<file path="config.mk">
export PLATFORM = sky130hd
export DESIGN_NAME = alu_16_seq_flat
export DESIGN_NICKNAME = d
export VERILOG_FILES = /design/src/rtl/alu_16_seq_if.sv /design/src/rtl/alu_16_seq.sv /design/src/flat_wrapper.sv
export SDC_FILE = /design/constraint.sdc
export NUM_CORES = 1
export LEC_CHECK = 0
export CAP_MARGIN = 10
export CORE_UTILIZATION = 61
export CTS_CLUSTER_SIZE = 30
export DETAILED_ROUTE_END_ITERATION = 10
export HOLD_SLACK_MARGIN = 0.15
export PLACE_DENSITY = 0.91
export SKIP_LAST_GASP = 1
export SLEW_MARGIN = 30
export SYNTH_ARGS = -nofsm -noshare
export SYNTH_HDL_FRONTEND = slang
export SYNTH_SLANG_ARGS = --single-unit
export TNS_END_PERCENT = 50
</file>
<file path="constraint.sdc">
create_clock -name clk -period 7.1 [get_ports clk]
set_input_delay 1.065 -clock clk [delete_from_list [all_inputs] [get_ports clk]]
set_output_delay 1.065 -clock clk [all_outputs]
set_load 0.01 [all_outputs]
</file>
<file path="src/rtl/alu_16_seq_if.sv">
// alu_16_seq_if: command/result valid-ready bundle for alu_16_seq
// Command side: in_valid/in_ready handshake carrying in_a, in_b, in_ctrl, in_tag.
// Result side: out_valid/out_ready handshake carrying out_s, out_zero, out_ovf, out_illegal, out_tag.
// master = command source / result consumer, slave = alu_16_seq.
interface alu_16_seq_if #(parameter int TAG_W = 4);
    logic             in_valid;
    logic             in_ready;
    logic [15:0]      in_a;
    logic [15:0]      in_b;
    logic [3:0]       in_ctrl;
    logic [TAG_W-1:0] in_tag;
    logic             out_valid;
    logic             out_ready;
    logic [15:0]      out_s;
    logic             out_zero;
    logic             out_ovf;
    logic             out_illegal;
    logic [TAG_W-1:0] out_tag;
    modport master (
        output in_valid, in_a, in_b, in_ctrl, in_tag, out_ready,
        input  in_ready, out_valid, out_s, out_zero, out_ovf, out_illegal, out_tag
    );
    modport slave (
        input  in_valid, in_a, in_b, in_ctrl, in_tag, out_ready,
        output in_ready, out_valid, out_s, out_zero, out_ovf, out_illegal, out_tag
    );
endinterface

</file>
<file path="src/rtl/alu_16_seq.sv">
// alu_16_seq: registered valid/ready front-end around the combinational alu_16
// Ports:
//   clk, rst_n            clock, asynchronous active-low reset
//   bus (slave)           command channel in -> result channel out (see alu_16_seq_if)
//   stat_clr              synchronous clear of both statistics counters
//   ops_count, ovf_count  saturating counts of retired results / retired overflows
// alu_16: combinational 16-bit ALU (a, b, ctrl -> s, zero, overflow); shifts move A by one bit.
module alu_16 (
    input  logic [15:0] a,
    input  logic [15:0] b,
    input  logic [3:0]  ctrl,
    output logic [15:0] s,
    output logic        zero,
    output logic        overflow
);
    always_comb begin
        s = '0;
        overflow = 1'b0;
        case (ctrl)
            4'b0000: begin
                s = a - b;
                overflow = (a[15] != b[15]) && (s[15] != a[15]);
            end
            4'b0001: begin
                s = a + b;
                overflow = (a[15] == b[15]) && (s[15] != a[15]);
            end
            4'b0010: s = a | b;
            4'b0011: s = a & b;
            4'b0100: begin
                s = a - 16'd1;
                overflow = a == 16'h8000;
            end
            4'b0101: begin
                s = a + 16'd1;
                overflow = a == 16'h7FFF;
            end
            4'b0110: s = ~a;
            4'b1000: s = {a[14:0], 1'b0};
            4'b1001: s = {15'd0, $signed(a) <= $signed(b)};
            4'b1010: s = {1'b0, a[15:1]};
            4'b1100: begin
                s = {a[14:0], 1'b0};
                overflow = a[15] ^ a[14];
            end
            4'b1110: s = {a[15], a[15:1]};
            default: s = '0;
        endcase
    end
    assign zero = s == 16'd0;
endmodule

module alu_16_seq #(
    parameter int TAG_W = 4,
    parameter int CNT_W = 16
) (
    input  logic             clk,
    input  logic             rst_n,
    alu_16_seq_if.slave      bus,
    input  logic             stat_clr,
    output logic [CNT_W-1:0] ops_count,
    output logic [CNT_W-1:0] ovf_count
);
    localparam logic [1:0] IDLE = 2'd0;
    localparam logic [1:0] EXEC = 2'd1;
    localparam logic [1:0] DONE = 2'd2;
    localparam logic [CNT_W-1:0] CNT_MAX = '1;
    logic [1:0]       state;
    logic [15:0]      a_r;
    logic [15:0]      b_r;
    logic [3:0]       ctrl_r;
    logic [TAG_W-1:0] tag_r;
    logic [15:0]      alu_s;
    logic             alu_zero;
    logic             alu_ovf;
    logic             illegal;
    logic             accept;
    logic             retire;
    logic [15:0]      s_r;
    logic             zero_r;
    logic             ovf_r;
    logic             ill_r;
    logic [TAG_W-1:0] otag_r;
    assign retire        = state == DONE && bus.out_ready;
    // a retiring result frees the slot in the same cycle, allowing back-to-back commands
    assign bus.in_ready  = state == IDLE || retire;
    assign accept        = bus.in_valid && bus.in_ready;
    assign bus.out_valid = state == DONE;
    // illegal codes 0111/1011/1101/1111: odd codes with two or more of the upper bits set
    assign illegal = ctrl_r[0] & ((ctrl_r[3] & ctrl_r[2]) | (ctrl_r[3] & ctrl_r[1]) | (ctrl_r[2] & ctrl_r[1]));
    alu_16 u_alu (
        .a(a_r),
        .b(b_r),
        .ctrl(ctrl_r),
        .s(alu_s),
        .zero(alu_zero),
        .overflow(alu_ovf)
    );
    always_ff @(posedge clk or negedge rst_n) begin
        if (!rst_n) begin
            state     <= IDLE;
            a_r       <= '0;
            b_r       <= '0;
            ctrl_r    <= '0;
            tag_r     <= '0;
            s_r       <= '0;
            zero_r    <= 1'b0;
            ovf_r     <= 1'b0;
            ill_r     <= 1'b0;
            otag_r    <= '0;
            ops_count <= '0;
            ovf_count <= '0;
        end else begin
            state <= accept ? EXEC : state == EXEC ? DONE : (state == DONE && !bus.out_ready) ? DONE : IDLE;
            if (accept) begin
                a_r    <= bus.in_a;
                b_r    <= bus.in_b;
                ctrl_r <= bus.in_ctrl;
                tag_r  <= bus.in_tag;
            end
            if (state == EXEC) begin
                s_r    <= illegal ? 16'd0 : alu_s;
                zero_r <= !illegal && alu_zero;
                ovf_r  <= !illegal && alu_ovf;
                ill_r  <= illegal;
                otag_r <= tag_r;
            end
            ops_count <= stat_clr ? '0 : (retire && ops_count != CNT_MAX) ? ops_count + 1'b1 : ops_count;
            ovf_count <= stat_clr ? '0 : (retire && ovf_r && ovf_count != CNT_MAX) ? ovf_count + 1'b1 : ovf_count;
        end
    end
    assign bus.out_s       = s_r;
    assign bus.out_zero    = zero_r;
    assign bus.out_ovf     = ovf_r;
    assign bus.out_illegal = ill_r;
    assign bus.out_tag     = otag_r;
endmodule
</file>
<file path="src/flat_wrapper.sv">
// flat-port wrapper written by rule: the top's interface ports become plain ports
module alu_16_seq_flat 
#(
    parameter int TAG_W = 4,
    parameter int CNT_W = 16
)
  (clk, rst_n, stat_clr, ops_count, ovf_count, bus_in_valid, bus_in_a, bus_in_b, bus_in_ctrl, bus_in_tag, bus_out_ready, bus_in_ready, bus_out_valid, bus_out_s, bus_out_zero, bus_out_ovf, bus_out_illegal, bus_out_tag);
  alu_16_seq_if #(.TAG_W(TAG_W)) bus_i ();
  input  logic clk;
  input  logic rst_n;
  input  logic stat_clr;
  output logic [CNT_W-1:0] ops_count;
  output logic [CNT_W-1:0] ovf_count;
  input wire logic [$bits(bus_i.in_valid)-1:0] bus_in_valid;
  input wire logic [$bits(bus_i.in_a)-1:0] bus_in_a;
  input wire logic [$bits(bus_i.in_b)-1:0] bus_in_b;
  input wire logic [$bits(bus_i.in_ctrl)-1:0] bus_in_ctrl;
  input wire logic [$bits(bus_i.in_tag)-1:0] bus_in_tag;
  input wire logic [$bits(bus_i.out_ready)-1:0] bus_out_ready;
  output wire logic [$bits(bus_i.in_ready)-1:0] bus_in_ready;
  output wire logic [$bits(bus_i.out_valid)-1:0] bus_out_valid;
  output wire logic [$bits(bus_i.out_s)-1:0] bus_out_s;
  output wire logic [$bits(bus_i.out_zero)-1:0] bus_out_zero;
  output wire logic [$bits(bus_i.out_ovf)-1:0] bus_out_ovf;
  output wire logic [$bits(bus_i.out_illegal)-1:0] bus_out_illegal;
  output wire logic [$bits(bus_i.out_tag)-1:0] bus_out_tag;
  assign bus_i.in_valid = bus_in_valid;
  assign bus_i.in_a = bus_in_a;
  assign bus_i.in_b = bus_in_b;
  assign bus_i.in_ctrl = bus_in_ctrl;
  assign bus_i.in_tag = bus_in_tag;
  assign bus_i.out_ready = bus_out_ready;
  assign bus_in_ready = bus_i.in_ready;
  assign bus_out_valid = bus_i.out_valid;
  assign bus_out_s = bus_i.out_s;
  assign bus_out_zero = bus_i.out_zero;
  assign bus_out_ovf = bus_i.out_ovf;
  assign bus_out_illegal = bus_i.out_illegal;
  assign bus_out_tag = bus_i.out_tag;
  alu_16_seq #(.TAG_W(TAG_W), .CNT_W(CNT_W)) u_core (.clk(clk), .rst_n(rst_n), .bus(bus_i), .stat_clr(stat_clr), .ops_count(ops_count), .ovf_count(ovf_count));
endmodule
</file>
### Close-up of the layout, run 1

Window x 76 to 96, y 76 to 96 um. Cells in grey, sequential cells in the stronger grey; small squares are vias.
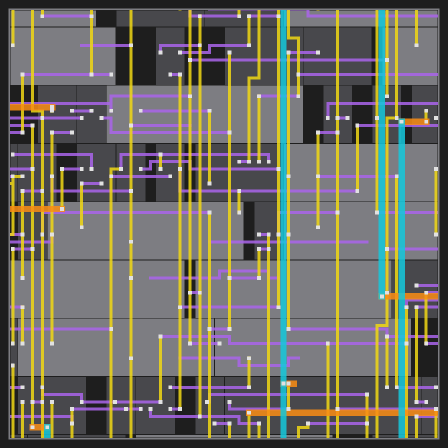
met4: drawn in cyan. met3: drawn in orange. met2: drawn in yellow. met1: drawn in purple.
Sequential cells in the window: 9. 30 logic cells have their middle in the window. Netlist names of flops here include u_core.bus.out_s (3), u_core.ovf_count (3). Most frequent: dfrtp_1 (9), nand2_1 (6).

### Routed clock nets over the placement, run 1

Scale: 4 px per um.
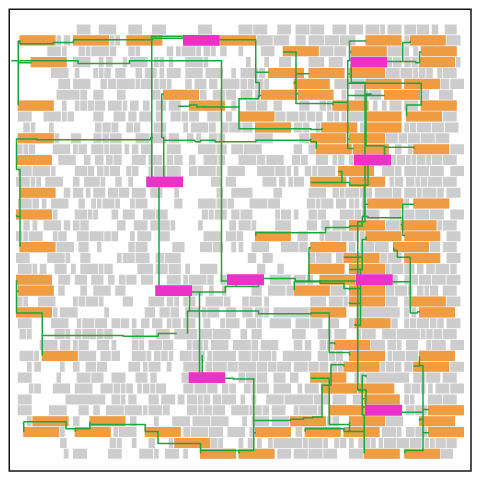
flip-flops: drawn in orange, count 97. clock wires: drawn in green, length 1380 um. cells driving clock nets: drawn in magenta, count 9.
There are 10 routed clock nets. Position of the flops: spread over the die.
Clock Latency Late Sink: 0.36 ns
clock network power share: 18.2%
Max Clock Skew: 0.00789 ns
clk pwr: 563 uW

### Supply network, run 1

Scale: 3 px per um. Pins as bars on the die edge.
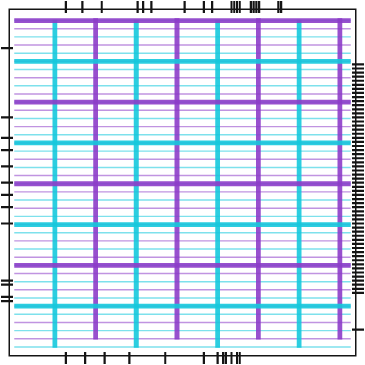
VDD: drawn in purple. VSS: drawn in cyan.
102 signal pins sit on the boundary. The core has 40 rows. 41 met1 rails follow the rows. 8 straps on met5. 8 straps on met4.
die height: 115 um
core box area: 12200 um^2
Die W: 115 um
VDD IR max: 0.197 mV

### Placement by cell class, run 1

Scale: 4 px per um. Fill, decap, tap and diode cells in grey.
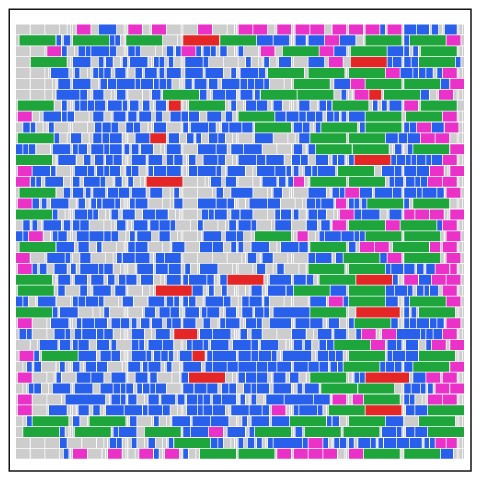
clock drivers and dummy loads: drawn in red, cells 16, share of their area 3.8%. other buffers and delay cells: drawn in magenta, cells 108, share of their area 12%. flip-flops: drawn in green, cells 97, share of their area 27%. all other logic: drawn in blue, cells 763, share of their area 58%.
final core occ: 75.6%
fin area: 9230 um^2

==> Changelog: implementation, run 1 <==
## Flow update

- Status: completed
- Post-Route Hold Slack: 0.489 ns
- Vias in the first global route: 7152
- Longest Clk Path Bufs: 2
- Cell with the most instances after synthesis: dfrtp_1
- Comb pwr: 1730 uW
- Floorplan utilization: 63.8%
- Placement row count: 40
- CP dominant cell by count: o211ai_1
- Layout cells sized above 1: 5.69%
- Clk tree area frac: 3.67%
- Met3 Usage GRT: 6.64%
- DIE AREA: 13200 um^2
- TNS Setup: 0 ns
- Seq/total area: 26.3%
- # DRC: 0
- CP delay by family, top: AND-OR/OR-AND gates
- Max Slew Vio Count: 0
- Worst Hold Depth: 2
- Post-cts resize count: 0
- Adder Share, Synth: 12.5%
- Mean Syn Cell Area: 8.60 um^2
- Final setup viols: 0
- Initial drt markers: 861
- Worst-Margin Slew: 1.05 ns
- Largest cells by area: dfrtp_1 (31%), ha_1 (12%), o21ai_0 (4.6%)
- Period utilization: 63.7%
- Comb. cell area: 4980 um^2
- Clock buffer count from CTS: 9
- Num Clock Sinks: 97
- Switching power: 1410 uW
- GPL Wtd Cong: 0.952
- Top Layout Cells: clkdlybuf4s50_1 (99), dfrtp_1 (97), nand2_1 (87)
- Commonest Layout Cell: clkdlybuf4s50_1
- Commonest flop: dfrtp_1
- Pint: 1700 uW
- Clk pin slew, worst setup/hold paths: 0.08 ns
- Post-synth top cells: dfrtp_1 (97), nand2_1 (87), nor2_1 (74), ha_1 (72), o21ai_0 (71)
- Number of logged tool warnings: 66
- Buffering overhead: 11.4%
- Seq cells: 97
- Leakage: 0.00398 uW
- Synth Instances: 906
- CTS tree: built
- Met2 Use GR: 61.1%
- Crit path required time: 7.36 ns
- Buffers outside the clock class: 108
- Yosys stat chip area: 7790 um^2
- Aoi share: 23.0%
- GRT Util Overall: 37.6%
- Tapcells: 168
- Gate power share: 55.7%
- CP Buf/Inv Count: 0
- Critical Path Max Stage Delay: 0.89 ns
- Grt ovf: 0
- Fin. Hold Viols: 0
- Min Tclk post-route: 4.52 ns
- DP Area: 8890 um^2
- Startpoint types: flip-flop
- Seq/Total Area, Yosys: 31.1%
- Max Cap Viol: 0
- First-pass GRT wire length: 38100 um
- Power Sequential: 809 uW
- Min-Delay Endpoint: u_core.bus.out_s[4]$_DFFE_PN0N_
- Max-area cell class: multi-input combinational cells
- FMAX: 0.221 GHz
- # fillers: 890
- Area leader share: 31.1%
- Critical path data arrival time: 4.78 ns
- Max power group: combinational logic
- Area of the mapped netlist: 7790 um^2
- HP Class: flip-flop to flip-flop
- Reg2reg path depth: 13
- Cell Chain, Critical Path: nand2b_1 > nor2_1 > nand2_1 > ha_1 > a211oi_1 > o211ai_1 > a221oi_2 > o211ai_1 > o211ai_1 > xnor2_1 > a211oi_1 > a21oi_1 > a21o_1
- Crit path kind: flip-flop to flip-flop
- Max FO, Critical Path: 25
- Antenna Cells: 0
- Switching Fraction: 45.3%
- CP max stage cell: dfrtp_1
- Setup crit start: u_core.ctrl_r[2]$_DFFE_PN0P_
- HPWL Detailed: 17000 um
- Seq pwr share: 26.1%
- Simple Share, Synth: 17.8%
- Clkbuf count: 9
- Worst r2r src: u_core.ctrl_r[2]$_DFFE_PN0P_
- Crit path capture: u_core.bus.out_s[15]$_DFFE_PN0N_
- XOR/XNOR share of the synthesized area: 5.17%
- HP Start: u_core.bus.out_s[4]$_DFFE_PN0N_
- Relative slew slack: 29.5%
==> inputs of run 2 (changes only) <==
--- a/config.mk
+++ b/config.mk
@@ -6,11 +6,11 @@
 export NUM_CORES = 1
 export LEC_CHECK = 0
 export CAP_MARGIN = 10
-export CORE_UTILIZATION = 61
+export CORE_UTILIZATION = 57
 export CTS_CLUSTER_SIZE = 30
 export DETAILED_ROUTE_END_ITERATION = 10
 export HOLD_SLACK_MARGIN = 0.15
-export PLACE_DENSITY = 0.91
+export PLACE_DENSITY = 0.86
 export SKIP_LAST_GASP = 1
 export SLEW_MARGIN = 30
 export SYNTH_ARGS = -nofsm -noshare
==> constraint.sdc (replaced) <==
create_clock -name clk -period 4.2 [get_ports clk]
set_input_delay 0.63 -clock clk [delete_from_list [all_inputs] [get_ports clk]]
set_output_delay 0.63 -clock clk [all_outputs]
set_load 0.01 [all_outputs]
### Placement by cell class, run 2

Scale: 4 px per um. Fill, decap, tap and diode cells in grey.
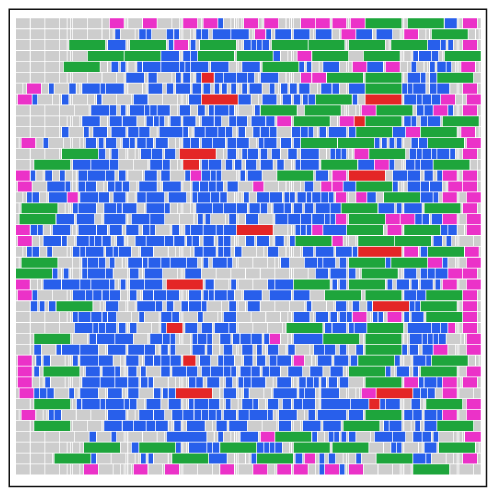
all other logic: drawn in blue, cells 763, share of their area 57%. flip-flops: drawn in green, cells 97, share of their area 27%. other buffers and delay cells: drawn in magenta, cells 116, share of their area 12%. clock drivers and dummy loads: drawn in red, cells 16, share of their area 3.4%.
fin area: 9260 um^2
final core occ: 69.6%
placement row count: 42
core box area: 13300 um^2

==> run 2 against run 1 <==
Compared with the run above:
- clock skew down 0.0016 ns
- clock power up 56%
- sequential share of layout area down 0.085 points
- maximum frequency up 20%
- first-iteration DRC count up 3.8%
- sequential cell count unchanged
- critical path type unchanged
- largest cell class unchanged
==> Changelog: implementation, run 2 <==
## Flow update

- Post-cts resize count: 0
- # fillers: 1049
- Tapcells: 176
- Met2 Use GR: 50.7%
- Mean Syn Cell Area: 8.60 um^2
- Total power: 5140 uW
- Top Layout Cells: clkdlybuf4s50_1 (99), dfrtp_1 (97), nand2_1 (87)
- Cell Chain, Critical Path: nand2b_1 > nor2_1 > nand2_1 > ha_1 > a211oi_1 > o211ai_1 > a221oi_2 > o211ai_1 > o211ai_1 > xnor2_1 > a211oi_1 > a21oi_1 > a21o_1
- Clk pin slew, worst setup/hold paths: 0.08 ns
- HPWL Detailed: 16400 um
- CP dominant cell by count: o211ai_1
- XOR/XNOR share of the synthesized area: 5.17%
- Max-area cell class: multi-input combinational cells
- Worst r2r src: u_core.ctrl_r[1]$_DFFE_PN0P_
- Buffers outside the clock class: 116
- Reg2reg path depth: 13
- Critical path data arrival time: 4.02 ns
- First-pass GRT wire length: 36000 um
- Vias in the first global route: 7068
- Flop-to-flop setup slack: 0.43 ns
- Period utilization: 89.8%
- Clk tree area frac: 3.35%
- Seq pwr share: 25.9%
- Crit path required time: 4.45 ns
- Relative slew slack: 48.9%
- Crit path capture: u_core.bus.out_s[15]$_DFFE_PN0N_
- Comb. cell area: 4960 um^2
- CP Buf/Inv Count: 0
- Seq/Total Area, Yosys: 31.1%
- Max FO, Critical Path: 17
- Seq/total area: 26.2%
- Worst-Margin Slew: 0.760 ns
- Cell with the most instances after synthesis: dfrtp_1
- DP Area: 8940 um^2
- TNS Setup: 0 ns
- FMAX: 0.265 GHz
- Post-synth top cells: dfrtp_1 (97), nand2_1 (87), nor2_1 (74), ha_1 (72), o21ai_0 (71)
- Buffering overhead: 12.1%
- Clkbuf count: 9
- Final setup viols: 0
- Gate power share: 57.0%
- Setup crit start: u_core.ctrl_r[1]$_DFFE_PN0P_
- Grt ovf: 0
- HP Class: primary input to async pin
- Switching Fraction: 45.2%
- Post-Route Hold Slack: 0.294 ns
- Critical Path Max Stage Delay: 0.54 ns
- Final WS setup: 0.430 ns
- Commonest Layout Cell: clkdlybuf4s50_1
- Crit path kind: flip-flop to flip-flop
- Floorplan utilization: 58.6%
- CTS tree: built
- Num Clock Sinks: 97
- Status: completed
- Max Slew Vio Count: 0
- Fin. Hold Viols: 0
- Clock buffer count from CTS: 9
- Largest cells by area: dfrtp_1 (31%), ha_1 (12%), o21ai_0 (4.6%)
- CP delay by family, top: AND-OR/OR-AND gates
- Layout cells sized above 1: 6.35%
- Leakage: 0.00399 uW
- Initial drt markers: 894
- Synth Instances: 906
- Die height: 119 um
- Seq cells: 97
- VDD IR max: 0.287 mV
- Area leader share: 31.1%
- Pint: 2820 uW
- Max power group: combinational logic
- Aoi share: 23.0%
- Number of logged tool warnings: 66
- Max Cap Viol: 0
- Commonest flop: dfrtp_1
- Simple Share, Synth: 17.8%
- GPL Wtd Cong: 0.962
- GRT Util Overall: 32.2%
- Startpoint types: flip-flop
- CP max stage cell: ha_1
- Power Sequential: 1330 uW
- Yosys stat chip area: 7790 um^2
- Min Tclk post-route: 3.77 ns
- Comb pwr: 2930 uW
- # DRC: 0
- Longest Clk Path Bufs: 2
- Adder Share, Synth: 12.5%
- Antenna Cells: 0
- Die W: 119 um
### Routed clock nets over the placement, run 2

Scale: 4 px per um.
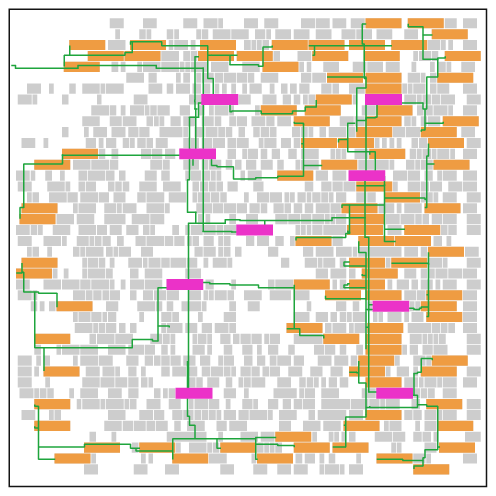
flip-flops: drawn in orange, count 97. clock wires: drawn in green, length 1330 um. cells driving clock nets: drawn in magenta, count 9.
There are 10 routed clock nets.
clock network power share: 17.1%
Max Clock Skew: 0.00625 ns
clk pwr: 879 uW
Clock Latency Late Sink: 0.35 ns

==> inputs of run 3 (changes only) <==
--- a/config.mk
+++ b/config.mk
@@ -7,6 +7,7 @@
 export LEC_CHECK = 0
 export CAP_MARGIN = 10
 export CORE_UTILIZATION = 57
+export CTS_CLUSTER_DIAMETER = 30
 export CTS_CLUSTER_SIZE = 30
 export DETAILED_ROUTE_END_ITERATION = 10
 export HOLD_SLACK_MARGIN = 0.15
### Placement by cell class, run 3

Scale: 4 px per um. Fill, decap, tap and diode cells in grey.
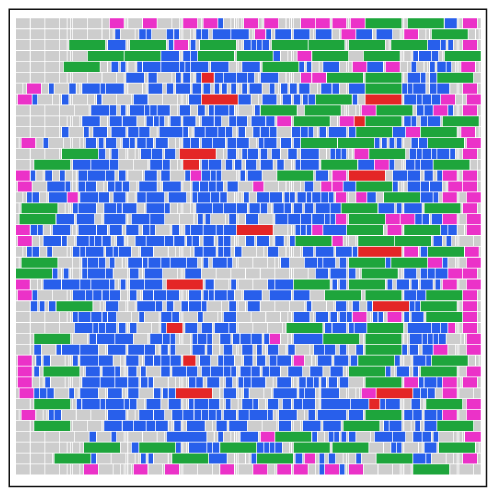
clock drivers and dummy loads: drawn in red, cells 16, share of their area 3.4%. other buffers and delay cells: drawn in magenta, cells 116, share of their area 12%. all other logic: drawn in blue, cells 763, share of their area 57%. flip-flops: drawn in green, cells 97, share of their area 27%.
Seq/total area: 26.2%

==> run 3 against run 2 <==
Compared with the run above:
- sequential share of layout area unchanged
- critical path depth unchanged
- clock skew stayed put
- largest power group unchanged
==> Changelog: implementation, run 3 <==
## Flow update

- Power Sequential: 1330 uW
- Max-area cell class: multi-input combinational cells
- Core box area: 13300 um^2
- Seq pwr share: 25.9%
- Final WS setup: 0.430 ns
- Fin area: 9260 um^2
- Final core occ: 69.6%
- Post-cts resize count: 0
- CP delay by family, top: AND-OR/OR-AND gates
- GPL Wtd Cong: 0.962
- Cell Chain, Critical Path: nand2b_1 > nor2_1 > nand2_1 > ha_1 > a211oi_1 > o211ai_1 > a221oi_2 > o211ai_1 > o211ai_1 > xnor2_1 > a211oi_1 > a21oi_1 > a21o_1
- Max Clock Skew: 0.00625 ns
- CP max stage cell: ha_1
- Crit path kind: flip-flop to flip-flop
- Cell with the most instances after synthesis: dfrtp_1
- Switching Fraction: 45.2%
- Longest Clk Path Bufs: 2
- Critical path data arrival time: 4.02 ns
- Num Clock Sinks: 97
- Max Cap Viol: 0
- Comb pwr: 2930 uW
- Vias in the first global route: 7068
- Leakage: 0.00399 uW
- TNS Setup: 0 ns
- Total power: 5140 uW
- Pint: 2820 uW
- Max power group: combinational logic
- Status: completed
- Crit path required time: 4.45 ns
- Largest cells by area: dfrtp_1 (31%), ha_1 (12%), o21ai_0 (4.6%)
- Aoi share: 23.0%
- Comb. cell area: 4960 um^2
- Commonest flop: dfrtp_1
- Period utilization: 89.8%
- HPWL Detailed: 16400 um
- Clk pin slew, worst setup/hold paths: 0.08 ns
- CP dominant cell by count: o211ai_1
- Area of the mapped netlist: 7790 um^2
- Floorplan utilization: 58.6%
### Supply network, run 3

Scale: 3 px per um. Pins as bars on the die edge.
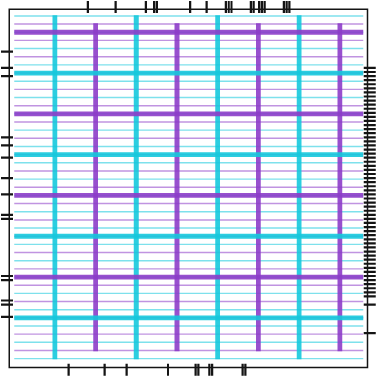
die height: 119 um
VDD IR max: 0.287 mV

Power is estimated from default activity; no workload was simulated.
